run_1/gate_families.png
Scale bar: 20 um.
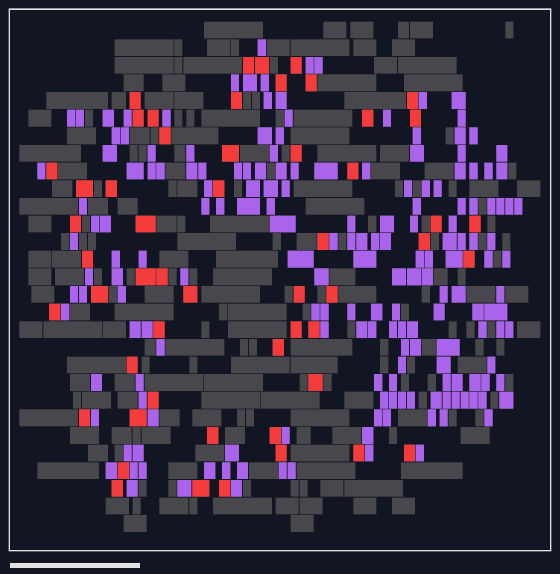
run_1/port_nets.png
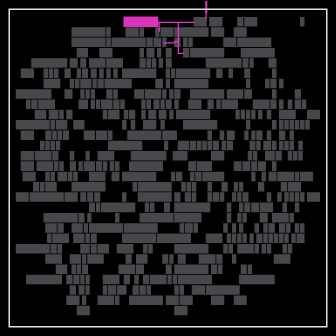
run_1/final_placement.png
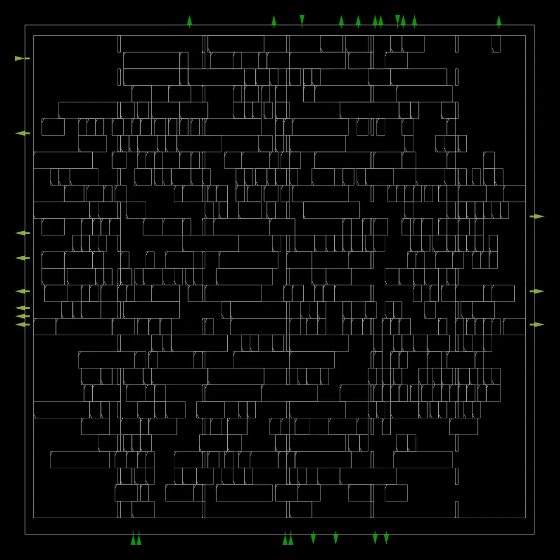
run_1/density.png
8 x 8 tiles, from black (low) to pale yellow (high), 0 to 100% covered.
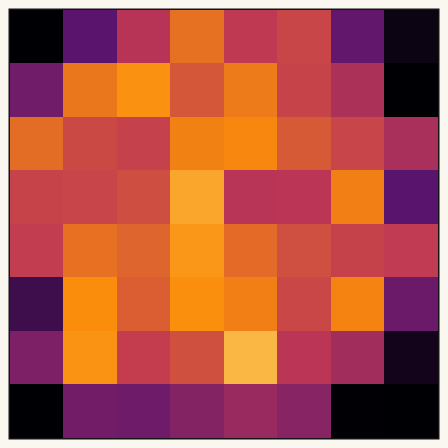
<file path="src/rtl/logo_motion_ctrl.sv">
// Bouncing-logo motion controller: frame-rate divided stepping, wall clamping
// and a one-deep prioritised sound-request handshake.
module logo_motion_ctrl #(
    parameter int WIDTH_LOGO  = 80,
    parameter int HEIGHT_LOGO = 96,
    parameter int X_MAX       = 640 - WIDTH_LOGO,
    parameter int Y_MAX       = 480 - HEIGHT_LOGO,
    parameter int X_INIT      = X_MAX / 2,
    parameter int Y_INIT      = Y_MAX / 2
) (
    input  logic       clk,
    input  logic       clr,
    input  logic       frame_tick,
    input  logic       inc_vel,
    input  logic       dec_vel,
    input  logic       pause,
    output logic [9:0] x_logo,
    output logic [9:0] y_logo,
    output logic       snd_req,
    output logic [1:0] snd_code,
    input  logic       snd_ack
);

    typedef enum logic {IDLE, MOVE} state_t;

    localparam logic signed [10:0] XMAX_S = 11'(X_MAX);
    localparam logic signed [10:0] YMAX_S = 11'(Y_MAX);
    localparam logic [9:0]         XMAX_U = 10'(X_MAX);
    localparam logic [9:0]         YMAX_U = 10'(Y_MAX);
    localparam logic [9:0]         X_RST  = 10'(X_INIT);
    localparam logic [9:0]         Y_RST  = 10'(Y_INIT);

    state_t            state, state_nxt;
    logic [3:0]        period, fcnt;
    logic              tick_ok, step, step_pend, upd;
    logic              dir_x, dir_y;
    logic signed [10:0] x_sum, y_sum;
    logic [9:0]        x_nxt, y_nxt;
    logic              hit_x, hit_y;
    logic              boot;
    logic [1:0]        ev_code;
    logic              ev;
    logic              pend_valid;
    logic [1:0]        pend_code;

    assign tick_ok = frame_tick && !pause;
    assign step    = tick_ok && (fcnt >= period - 4'd1);

    always_ff @(posedge clk or negedge clr) begin
        if (!clr) begin
            period <= 4'd4;
        end else if (inc_vel && !dec_vel && period > 4'd1) begin
            period <= period - 4'd1;
        end else if (dec_vel && !inc_vel && period < 4'd15) begin
            period <= period + 4'd1;
        end
    end

    always_ff @(posedge clk or negedge clr) begin
        if (!clr) begin
            fcnt <= 4'd0;
        end else if (tick_ok) begin
            fcnt <= step ? 4'd0 : fcnt + 4'd1;
        end
    end

    // A step that lands while already in MOVE is remembered for one cycle
    // so back-to-back steps each get their own MOVE pass.
    always_ff @(posedge clk or negedge clr) begin
        if (!clr) begin
            state     <= IDLE;
            step_pend <= 1'b0;
        end else begin
            state     <= state_nxt;
            step_pend <= (state == MOVE) && step;
        end
    end

    always_comb begin
        state_nxt = state;
        upd       = 1'b0;
        case (state)
            IDLE: if (step || step_pend) state_nxt = MOVE;
            MOVE: begin
                upd       = 1'b1;
                state_nxt = IDLE;
            end
            default: state_nxt = IDLE;
        endcase
    end

    always_comb begin
        x_sum = $signed({1'b0, x_logo}) + (dir_x ? -11'sd1 : 11'sd1);
        y_sum = $signed({1'b0, y_logo}) + (dir_y ? -11'sd2 : 11'sd2);
        x_nxt = x_sum[9:0];
        y_nxt = y_sum[9:0];
        hit_x = 1'b0;
        hit_y = 1'b0;
        if (x_sum >= XMAX_S) begin
            x_nxt = XMAX_U;
            hit_x = 1'b1;
        end else if (x_sum <= 11'sd0) begin
            x_nxt = 10'd0;
            hit_x = 1'b1;
        end
        if (y_sum >= YMAX_S) begin
            y_nxt = YMAX_U;
            hit_y = 1'b1;
        end else if (y_sum <= 11'sd0) begin
            y_nxt = 10'd0;
            hit_y = 1'b1;
        end
    end

    always_ff @(posedge clk or negedge clr) begin
        if (!clr) begin
            x_logo <= X_RST;
            y_logo <= Y_RST;
            dir_x  <= 1'b0;
            dir_y  <= 1'b0;
        end else if (upd) begin
            x_logo <= x_nxt;
            y_logo <= y_nxt;
            if (hit_x) dir_x <= ~dir_x;
            if (hit_y) dir_y <= ~dir_y;
        end
    end

    // Sound code bit 0 marks an x wall, bit 1 a y wall, so the numeric
    // value of the code doubles as its priority (go > ping > pong).
    assign ev_code = boot ? 2'b11 : (upd ? {hit_y, hit_x} : 2'b00);
    assign ev      = |ev_code;

    always_ff @(posedge clk or negedge clr) begin
        if (!clr) begin
            boot       <= 1'b1;
            snd_req    <= 1'b0;
            snd_code   <= 2'b00;
            pend_valid <= 1'b0;
            pend_code  <= 2'b00;
        end else begin
            boot <= 1'b0;
            if (snd_req) begin
                if (ev && (!pend_valid || ev_code > pend_code)) begin
                    pend_valid <= 1'b1;
                    pend_code  <= ev_code;
                end
                if (snd_ack) begin
                    snd_req  <= 1'b0;
                    snd_code <= 2'b00;
                end
            end else if (pend_valid) begin
                snd_req    <= 1'b1;
                snd_code   <= pend_code;
                pend_valid <= ev;
                pend_code  <= ev ? ev_code : 2'b00;
            end else if (ev) begin
                snd_req  <= 1'b1;
                snd_code <= ev_code;
            end
        end
    end

endmodule

</file>
<file path="config.mk">
export PLATFORM = sky130hd
export DESIGN_NAME = logo_motion_ctrl
export DESIGN_NICKNAME = d
export VERILOG_FILES = /design/src/rtl/logo_motion_ctrl.sv
export SDC_FILE = /design/constraint.sdc
export NUM_CORES = 1
export LEC_CHECK = 0
export ABC_AREA = 1
export CORE_UTILIZATION = 45
export CTS_BUF_LIST = sky130_fd_sc_hd__clkbuf_16
export DETAILED_ROUTE_END_ITERATION = 12
export PLACE_DENSITY = 0.66
export SLEW_MARGIN = 20
export SYNTH_ARGS = -nofsm -noshare
export SYNTH_HDL_FRONTEND = slang
export SYNTH_SLANG_ARGS = --single-unit
export TNS_END_PERCENT = 50
</file>
<file path="constraint.sdc">
create_clock -name clk -period 5.2 [get_ports clk]
set_input_delay 1.56 -clock clk [delete_from_list [all_inputs] [get_ports clk]]
set_output_delay 1.56 -clock clk [all_outputs]
set_load 0.01 [all_outputs]
</file>
==> flow_metrics.py, run 1 <==
# Flow results
metrics = {
    "global_routing": {
        "antenna_found_initial": 0,
        "grt_pass1_wl_um": 11600,
    },
    "outcome": {
        "status": "complete, no violations",
    },
    "finish": {
        "fin_nets": 480,
        "flop-count": 38,
        "register_area_um2": 960,
        "logic_gates": 311,
        "logic_area_um2": 1780,
    },
    "clock_tree": {
        "cts_tree": "yes",
        "post-cts-setup-buffers": 0,
        "root_buffer": "clkbuf_16",
        "h-tree-depth": 2,
        "cts.hold.buffers_added": 0,
        "clock_latency_ns": 0.28,
    },
    "min_path": {
        "hp-class": "reg -> reg",
        "hold-path-endpoint": "state",
    },
    "synthesis": {
        "ff_type": "dfrtp_1",
        "ys_cells": 411,
        "synth-edff-count": 0,
        "ys_seq_share": 0.322,
    },
    "power_and_ir_drop": {
        "power-top-group": "combinational cells",
        "seq_power_uw": 554,
        "power_density_nw_per_um2": 686,
        "p_clk_uw": 285,
    },
    "setup_path": {
        "cp_max_fo": 9,
        "crit_buf_inv": 2,
        "cp_slowest_cell": "dfrtp_1",
        "crit_path_max_incr_delay_ns": 0.55,
        "critPathTopFamily": "simple AND/OR/NAND/NOR gates",
        "r2r_slack_ns": 1.95,
    },
    "die": {
        "die_w_um": 83.3,
    },
    "routing": {
        "met1_length_um": 2990,
    },
}
Notes on gate_families.png above:
Key: red = inverting AOI/OAI gates [cells 53]; purple = NAND gates [cells 180]

Notes on port_nets.png above:
Key: magenta = snd_req [bits 1, direction output, end cells 1, buffers 1, wire 28.1 um]

Notes on final_placement.png above:
Filler cells: 584
Layout Utilization: 0.547
Seq/total area: 0.276

Notes on density.png above:
11% of the tiles are over 75% full. The emptiest ninth of the die: bottom right. 7.8% of the tiles are nearly empty. The fullest tile reaches 84%. The mean over all tiles is 49%.

run 1: per-stage QoR:
stage | instance area (um2) | hold WS, ns | power, mW | setup WS (ns) | utilization
2_1_floorplan | 2980 | 0.442 | 1.70 | 2.35 | -
3_3_place_gp | 3340 | 0.452 | 2.08 | 2.12 | 0.526
3_5_place_dp | 3340 | 0.463 | 2.10 | 1.97 | 0.526
4_1_cts | 3480 | 0.476 | 2.41 | 1.95 | 0.547
5_1_grt | 3480 | 0.491 | 2.67 | 1.55 | 0.547
6_report | 3480 | 0.468 | 2.38 | 1.95 | 0.547
run 1: kinds of logic after synthesis:
family,after synthesis,synth area share
and+or+nand+nor,210,0.322
buffers and inverters,63,0.0807
AOI/OAI and AO/OA,53,0.0971
DFF,38,0.322
adders and majority gates,29,0.127
xor gates and xnor gates,17,0.0500
other,1,0.00126
run_1/met3.png
Scale bar: 20 um.
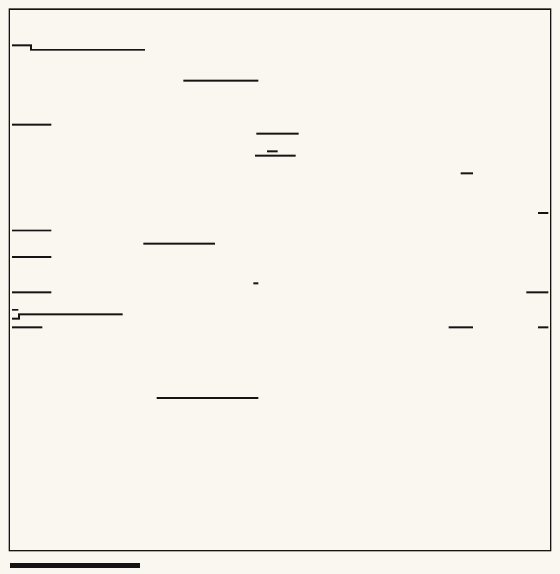

==> run 2: changes to the inputs <==
--- a/config.mk
+++ b/config.mk
@@ -9,7 +9,7 @@
 export CORE_UTILIZATION = 45
 export CTS_BUF_LIST = sky130_fd_sc_hd__clkbuf_16
 export DETAILED_ROUTE_END_ITERATION = 12
-export PLACE_DENSITY = 0.66
+export PLACE_DENSITY = 0.69
 export SLEW_MARGIN = 20
 export SYNTH_ARGS = -nofsm -noshare
 export SYNTH_HDL_FRONTEND = slang
==> constraint.sdc (replaced) <==
create_clock -name clk -period 2.8 [get_ports clk]
set_input_delay 0.84 -clock clk [delete_from_list [all_inputs] [get_ports clk]]
set_output_delay 0.84 -clock clk [all_outputs]
set_load 0.01 [all_outputs]
run_2/met3.png
Scale bar: 20 um.
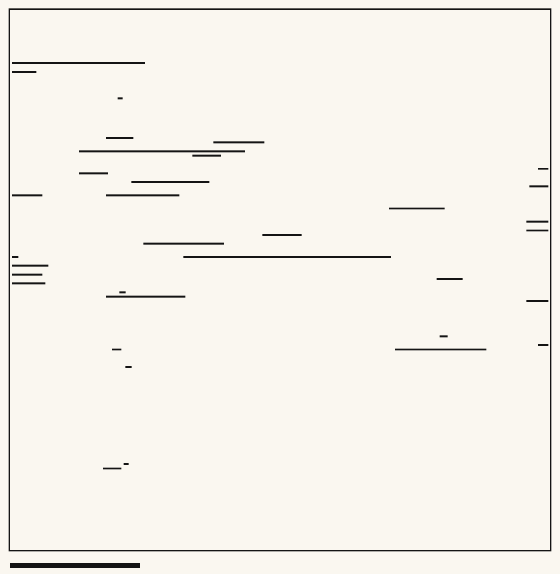
25 nets have wire on it. The layer holds 3.0% of the routed length.

run_2/gate_families.png
Scale bar: 20 um.
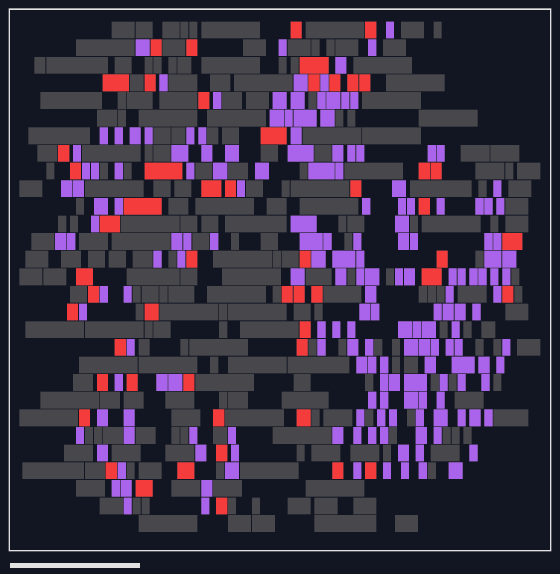
Key: red = inverting AOI/OAI gates [cells 53, where spread over the die]; purple = NAND gates [cells 180]

==> flow_metrics.py, run 2 <==
# Flow results
metrics = {
    "clock_tree": {
        "root_buffer": "clkbuf_16",
        "cts.hold.buffers_added": 0,
        "h-tree-depth": 2,
        "cts_tree": "yes",
    },
    "global_routing": {
        "grt_pass1_wl_um": 12200,
    },
    "synthesis": {
        "synth-adder-area-share": 0.127,
        "ff_type": "dfrtp_1",
        "netlist_logic_family_top": "simple AND/OR/NAND/NOR gates",
        "ys_sh_simple": 0.322,
    },
    "final_timing": {
        "hold_slack_ns": 0.471,
        "worst_slack_ns": -0.132,
        "finalSetupViolCount": 2,
    },
    "finish": {
        "fill_cells": 570,
        "logic_area_um2": 1960,
        "register_area_um2": 961,
        "flop-count": 38,
        "logic_gates": 311,
    },
    "power_and_ir_drop": {
        "p_clk_uw": 531,
        "total_power_mw": 5.11,
        "power_density_nw_per_um2": 1320,
    },
    "placed_design": {
        "pre_cts_ws_ns": -0.132,
    },
    "setup_path": {
        "cp_slowest_cell": "dfrtp_2",
        "crit_buf_inv": 2,
        "critPathTopFamily": "simple AND/OR/NAND/NOR gates",
        "cp_max_fo": 7,
    },
    "outcome": {
        "status": "complete, but fails checks",
        "violations": "negative setup slack",
    },
}
-- run 2: logic make-up after synthesis --
| family | Yosys count |
|---|---|
| DFF | 38 |
| xor gates and xnor gates | 17 |
| buffers and inverters | 63 |
| adders and majority gates | 29 |
| AOI/OAI and AO/OA | 53 |
| and+or+nand+nor | 210 |
| other | 1 |
-- run 2: repair_timing --
| action | in CTS | in global routing |
|---|---|---|
| endpoints found under the setup margin | 2 | 6 |
| resized | 15 | 20 |
| setup buffers | 9 | 1 |
| pin swaps | 5 | 11 |
-- run 2: routing by layer --
layer  wire, um  track usage  vias up
met3        219       0.0298       12
met1       3320        0.266     1343
met4        112       0.0627        0
li1           -            -     1441
met2       3650        0.387       49
met5          0            0        -
==> run 3: changes to the inputs <==
--- a/config.mk
+++ b/config.mk
@@ -14,4 +14,4 @@
 export SYNTH_ARGS = -nofsm -noshare
 export SYNTH_HDL_FRONTEND = slang
 export SYNTH_SLANG_ARGS = --single-unit
-export TNS_END_PERCENT = 50
+export TNS_END_PERCENT = 100
run_3/final_placement.png
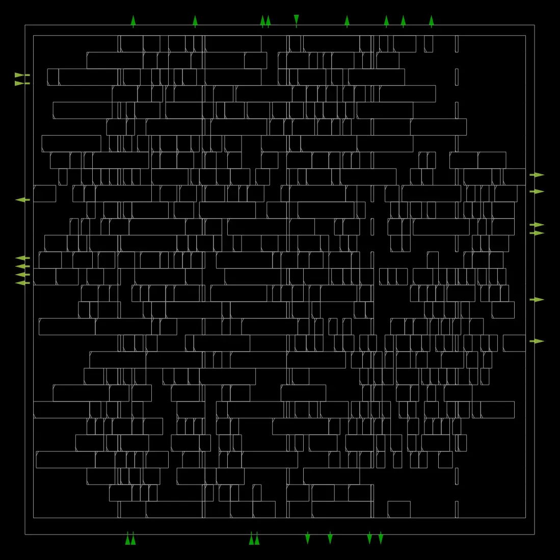
Seq/total area: 0.248
Layout Utilization: 0.610
total core area: 6350 um2
Core Rows: 29
TAP cells: 77

==> flow_metrics.py, run 3 <==
# Flow results
metrics = {
    "outcome": {
        "status": "complete, but fails checks",
        "violations": "negative setup slack",
    },
    "min_path": {
        "hp-class": "reg -> reg",
    },
    "clock_tree": {
        "ctsResizeCount": 15,
        "cts.hold.buffers_added": 0,
        "clock_latency_ns": 0.28,
        "root_buffer": "clkbuf_16",
        "cts_tree": "yes",
        "cts-buffers-inserted": 5,
        "post-cts-setup-buffers": 9,
        "h-tree-depth": 2,
    },
    "finish": {
        "logic_area_um2": 1960,
        "final_cell_area_um2": 3870,
        "register_area_um2": 961,
        "flop-count": 38,
        "logic_gates": 311,
        "fin_nets": 508,
        "fill_cells": 570,
    },
    "synthesis": {
        "area_leaders": "dfrtp_1 (26%), nand2_1 (15%), ha_1 (11%)",
        "muxShareOfSynthArea": 0,
        "ys_sh_simple": 0.322,
        "aoi_share": 0.0971,
        "xor_area_frac": 0.0500,
        "ys_seq_share": 0.322,
        "synth-edff-count": 0,
        "netlist_logic_family_top": "simple AND/OR/NAND/NOR gates",
        "synth-adder-area-share": 0.127,
        "ys_cells": 411,
        "ff_type": "dfrtp_1",
    },
    "placed_design": {
        "pre_cts_ws_ns": -0.132,
        "placed_cell_area_um2": 3480,
    },
    "power_and_ir_drop": {
        "p_clk_uw": 531,
        "power-top-group": "combinational cells",
        "p_seq_frac": 0.197,
        "total_power_mw": 5.11,
    },
    "final_timing": {
        "finalSetupViolCount": 2,
        "fmax_ghz": 0.341,
        "hold_slack_ns": 0.471,
        "worst_slack_ns": -0.132,
    },
    "setup_path": {
        "critPathTopFamily": "simple AND/OR/NAND/NOR gates",
        "crit_path_max_incr_delay_ns": 0.49,
        "r2r_slack_ns": -0.13,
        "cp_max_fo": 7,
        "cp_slowest_cell": "dfrtp_2",
        "crit_buf_inv": 2,
    },
    "die": {
        "die_w_um": 83.3,
        "fp-utilization": 0.469,
    },
    "global_routing": {
        "antenna_found_initial": 0,
        "grt_pass1_wl_um": 12200,
    },
}
run_3/gate_families.png
Scale bar: 20 um.
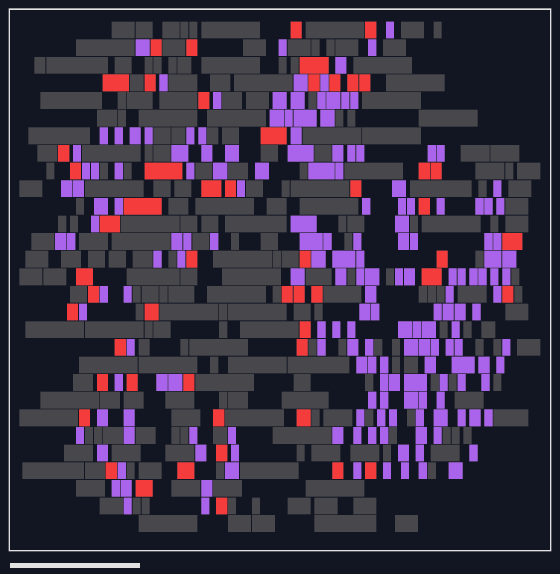
Key: purple = NAND gates [cells 180]; red = inverting AOI/OAI gates [cells 53, where spread over the die]

-- run 3: cell counts in the layout (fill, tap and decap cells not counted) --
Identical to the previous run, type by type.
-- run 3: worst min path at each step --
stage	to	startpoint	slack, ns	cells past startpoint
after global placement	state	step_pend	0.47	2
after floorplan	state	step_pend	0.44	2
final	state	step_pend	0.47	2
after detailed placement	state	step_pend	0.46	2
after global routing	state	step_pend	0.50	2
after CTS	state	step_pend	0.48	2
-- run 3: layer usage --
metal  vias to the layer above  global-route usage  share of wire
met1                      1343               0.266           0.45
met5                         -                   0              0
met3                        12              0.0298          0.030
met2                        49               0.387           0.50
li1                       1441                   -              -
met4                         0              0.0627          0.015
Power figures rest on the tool's default switching activity, not on a simulated workload.
